--- src/rtl/aes_round_sequencer.sv ---
// AES round sequencer: walks one block through its round-key requests and
// ALU operations (AddRoundKey / SubBytes / ShiftRows / MixColumns) and
// delivers the ciphertext with a one-cycle done pulse.
module aes_round_sequencer #(
   parameter int unsigned NROUNDS = 10
) (
   input  logic         clk,
   input  logic         rst_n,
   input  logic         start,
   input  logic         abort,
   input  logic [127:0] state_in,
   output logic         rk_req,
   output logic [3:0]   rk_round,
   input  logic [127:0] rk_in,
   input  logic         rk_valid,
   output logic         alu_start,
   output logic [1:0]   alu_op,
   output logic [127:0] alu_a,
   output logic [127:0] alu_b,
   input  logic [127:0] alu_result,
   input  logic         alu_valid,
   output logic         busy,
   output logic         done,
   output logic [127:0] state_out
);

   localparam int unsigned DW = 128;
   localparam int unsigned RW = 4;
   localparam int unsigned OW = 2;
   localparam logic [RW-1:0] LAST_RND = RW'(NROUNDS);

   localparam logic [OW-1:0] OP_ARK = 2'b00;
   localparam logic [OW-1:0] OP_SUB = 2'b01;
   localparam logic [OW-1:0] OP_SHR = 2'b10;
   localparam logic [OW-1:0] OP_MIX = 2'b11;

   // Reject round counts the 4-bit round counter and op table cannot express
   if (NROUNDS < 2 || NROUNDS > 14) begin : g_bad_nrounds
      $error("aes_round_sequencer: NROUNDS must be within 2..14");
   end

   typedef enum logic [2:0] {
      S_IDLE   = 3'd0,
      S_KEYREQ = 3'd1,
      S_ISSUE  = 3'd2,
      S_WAIT   = 3'd3,
      S_FINISH = 3'd4
   } state_e;

   state_e        state_q, state_d;
   logic [RW-1:0] rnd_q, rnd_d;
   logic [OW-1:0] opi_q, opi_d;
   logic [DW-1:0] st_q, st_d;
   logic [DW-1:0] key_q, key_d;

   logic          rk_req_q, rk_req_d;
   logic [RW-1:0] rk_round_q, rk_round_d;
   logic          alu_start_q, alu_start_d;
   logic [OW-1:0] alu_op_q, alu_op_d;
   logic [DW-1:0] alu_a_q, alu_a_d;
   logic [DW-1:0] alu_b_q, alu_b_d;
   logic          busy_q, busy_d;
   logic          done_q, done_d;
   logic [DW-1:0] state_out_q, state_out_d;

   logic [OW-1:0] cur_op_c;

   // Operation for a given round and position within that round
   function automatic logic [OW-1:0] op_of(input logic [RW-1:0] rnd,
                                           input logic [OW-1:0] opi);
      logic [OW-1:0] op;
      op = OP_ARK;
      if (rnd == '0) begin
         op = OP_ARK;
      end else if (rnd == LAST_RND) begin
         case (opi)
            2'd0:    op = OP_SUB;
            2'd1:    op = OP_SHR;
            default: op = OP_ARK;
         endcase
      end else begin
         case (opi)
            2'd0:    op = OP_SUB;
            2'd1:    op = OP_SHR;
            2'd2:    op = OP_MIX;
            default: op = OP_ARK;
         endcase
      end
      return op;
   endfunction

   assign cur_op_c = op_of(rnd_q, opi_q);

   // State and datapath registers; all outputs are registered here too
   always_ff @(posedge clk or negedge rst_n) begin
      if (!rst_n) begin
         state_q     <= S_IDLE;
         rnd_q       <= '0;
         opi_q       <= '0;
         st_q        <= '0;
         key_q       <= '0;
         rk_req_q    <= 1'b0;
         rk_round_q  <= '0;
         alu_start_q <= 1'b0;
         alu_op_q    <= OP_ARK;
         alu_a_q     <= '0;
         alu_b_q     <= '0;
         busy_q      <= 1'b0;
         done_q      <= 1'b0;
         state_out_q <= '0;
      end else begin
         state_q     <= state_d;
         rnd_q       <= rnd_d;
         opi_q       <= opi_d;
         st_q        <= st_d;
         key_q       <= key_d;
         rk_req_q    <= rk_req_d;
         rk_round_q  <= rk_round_d;
         alu_start_q <= alu_start_d;
         alu_op_q    <= alu_op_d;
         alu_a_q     <= alu_a_d;
         alu_b_q     <= alu_b_d;
         busy_q      <= busy_d;
         done_q      <= done_d;
         state_out_q <= state_out_d;
      end
   end

   // Next-state, round/op pointer and working-state update; abort wins
   always_comb begin
      state_d = state_q;
      rnd_d   = rnd_q;
      opi_d   = opi_q;
      st_d    = st_q;
      key_d   = key_q;
      if (abort && (state_q != S_IDLE)) begin
         state_d = S_IDLE;
      end else begin
         case (state_q)
            S_IDLE: begin
               if (start) begin
                  st_d    = state_in;
                  rnd_d   = '0;
                  opi_d   = '0;
                  state_d = S_KEYREQ;
               end
            end
            S_KEYREQ: begin
               if (rk_valid) begin
                  key_d   = rk_in;
                  state_d = S_ISSUE;
               end
            end
            S_ISSUE: begin
               state_d = S_WAIT;
            end
            S_WAIT: begin
               if (alu_valid) begin
                  st_d = alu_result;
                  if (cur_op_c == OP_ARK) begin
                     rnd_d   = rnd_q + 4'd1;
                     opi_d   = '0;
                     state_d = (rnd_q < LAST_RND) ? S_KEYREQ : S_FINISH;
                  end else begin
                     opi_d   = opi_q + 2'd1;
                     state_d = S_ISSUE;
                  end
               end
            end
            S_FINISH: begin
               state_d = S_IDLE;
            end
            default: begin
               state_d = S_IDLE;
            end
         endcase
      end
   end

   // Output decode from the next state so registered outputs align with it
   always_comb begin
      rk_req_d    = (state_d == S_KEYREQ);
      rk_round_d  = rnd_d;
      alu_start_d = (state_d == S_ISSUE);
      busy_d      = (state_d != S_IDLE);
      done_d      = (state_d == S_FINISH);
      alu_op_d    = alu_op_q;
      alu_a_d     = alu_a_q;
      alu_b_d     = alu_b_q;
      state_out_d = state_out_q;
      if (state_d == S_ISSUE) begin
         alu_op_d = op_of(rnd_d, opi_d);
         alu_a_d  = st_d;
         alu_b_d  = key_d;
      end
      if (state_d == S_FINISH) begin
         state_out_d = st_d;
      end
   end

   assign rk_req    = rk_req_q;
   assign rk_round  = rk_round_q;
   assign alu_start = alu_start_q;
   assign alu_op    = alu_op_q;
   assign alu_a     = alu_a_q;
   assign alu_b     = alu_b_q;
   assign busy      = busy_q;
   assign done      = done_q;
   assign state_out = state_out_q;

endmodule

--- config.mk ---
export PLATFORM = sky130hd
export DESIGN_NAME = aes_round_sequencer
export DESIGN_NICKNAME = d
export VERILOG_FILES = /design/src/rtl/aes_round_sequencer.sv
export SDC_FILE = /design/constraint.sdc
export NUM_CORES = 1
export LEC_CHECK = 0
export ABC_AREA = 1
export CAP_MARGIN = 10
export CORE_AREA = 2 2 304 306
export DETAILED_ROUTE_END_ITERATION = 12
export DIE_AREA = 0 0 306 308
export PLACE_DENSITY = 0.59
export SYNTH_ARGS = -nofsm -noshare
export SYNTH_HDL_FRONTEND = slang
export SYNTH_SLANG_ARGS = --single-unit
--- constraint.sdc ---
create_clock -name clk -period 2.3 [get_ports clk]
set_input_delay 0.345 -clock clk [delete_from_list [all_inputs] [get_ports clk]]
set_output_delay 0.345 -clock clk [all_outputs]
set_load 0.02 [all_outputs]
io_placement.png
Scale: 1.5 px per um. Pins as bars across the die edge, other pins in gray.
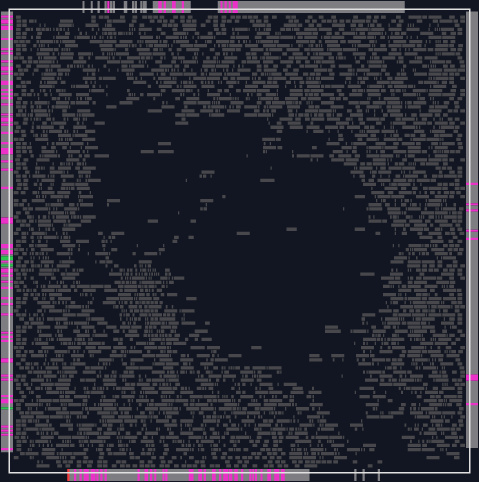
port	color	pins	direction	edge
`rk_round`	green	4	output	left
`state_in`	magenta	128	input	60 left, 46 bottom, 13 top, 9 right
`abort`	red	1	input	bottom

==> results_slide.txt <==
Flow Results at a Glance

Setup path
  • Required time worst endpoint: 2810 ps
  • Cell seen most often among critical-path stages: buf_12
  • Crit path max-delay family: buffers and inverters
  • Reg2reg path depth: 15
  • Cell-by-cell trace of the critical path: inv_2 > ha_4 > nand3_2 > nand2_2 > nand3_4 > nand2_4 > o21ai_4 > a211oi_4 > buf_12 > nand2_8 > buf_12 > buf_16 > buf_12 > nand2_4 > nand2_2
  • Worst r2r src: rk_round[0]
  • Slowest CP cell: dfrtp_1
  • CP Class: reg -> reg
  • Worst-path fanout max: 8

Die
  • Chip area: 94,250 um2
  • Die width: 306 um
  • Chip height: 308 um

Run status
  • Violated checks: setup timing
  • Outcome: complete, but fails checks

Final timing
  • Final slew viol count: 0
  • # setup viols final: 7
  • Measured slew at the worst slew-check pin: 619.5 ps
  • Fin crit share: 100.6%
  • Worst Clk Skew: 29.10 ps
  • Hold WS: 179.6 ps
  • Final WS setup: -13.67 ps

Layout
  • Antenna fix cells: 4
  • Seq/total area: 40.19%
  • Clock network area share: 6.380%
  • Buffering overhead: 25.28%
  • Area-dominant class: flip-flops and latches

CTS
  • CTS tree: built
  • Clock-pin slew on the worst setup and hold paths: 60 ps

Routing
  • DR vias/cell: 4.622
  • DRC errors left: 0
  • Antenna-violating nets left: 0
  • DR iter-0 viols: 1,406

Synthesis
  • Synth Area in Compound Gates: 12.56%
  • Adder-cell area share of the yosys netlist: 0.3727%
  • Synth Seq Share: 61.02%

Flow run
  • Tool warnings: 33

GRT
  • First-pass GRT wire length: 140.6 mm

Power
  • Worst VDD drop: 589.9 uV
placement.png
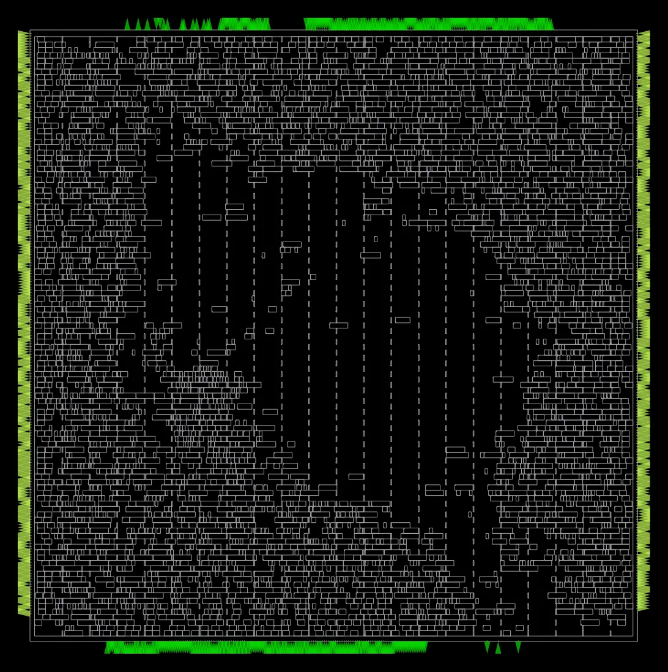
Tap Cells: 1,186
# rows: 111
core area: 90,970 um2
Flops: 655
fillers: 8,632

-- power by group --
group          total [W]  internal [W]  switching (W)
sequential        0.0172        0.0155        0.00167
combinational     0.0225       0.00985         0.0127
clock             0.0125       0.00735        0.00513
-- per-stage QoR --
step           instances  worst slack (ps)  instance area, um2  total power [W]  utilization, %
2_1_floorplan       2704             48.20               26860          0.02811               -
3_3_place_gp        4667            -57.96               37260          0.03810           40.96
3_5_place_dp        4667            -60.54               37260          0.03846           40.96
4_1_cts             4807            -3.812               39980          0.05139           43.94
5_1_grt             4835            -114.7               40790          0.05525           44.84
6_report            4835            -13.67               40790          0.05217           44.84
-- repair_timing --
action | 4_1_cts | 5_1_grt
hold buffers | 1 | 0
gates resized | 7 | 124
setup endpoints to repair | 72 | 371
cloned | 2 | 14
pin swaps | 1 | 34
setup buffers | 1 | 10
endpoints found under the hold margin | 71 | 0
-- synth_stat cells (all sizes together), types with 2 or more instances --
| library cell | number |
|---|---|
| a21oi | 6 |
| a31oi | 2 |
| a32o | 90 |
| buf | 117 |
| clkbuf | 57 |
| dfrtp | 655 |
| ha | 8 |
| inv | 417 |
| mux2 | 128 |
| nand2 | 725 |
| nand3 | 51 |
| nand4 | 5 |
| nor2 | 10 |
| nor3 | 3 |
| o211ai | 38 |
| o21ai | 258 |
| o22ai | 130 |
-- metal layers --
metal | GRT usage [%] | vias to the layer above | routed length, um
met4 | 5.739 | 4 | 2462
li1 | - | 10536 | -
met1 | 25.21 | 10898 | 41540
met2 | 32.24 | 769 | 46080
met3 | 4.817 | 140 | 6929
met5 | 0 | - | 27
-- registers in the layout (all words and copies together) (netlist names), 2 cells and up --
signal and flops:
state_out 128, alu_a 128, st_q 128, rk_round 4
alu_b 128, key_q 128, alu_op 2, state_q 3
opi_q 2
No activity file was given, so power comes from the tool's default toggle rates.
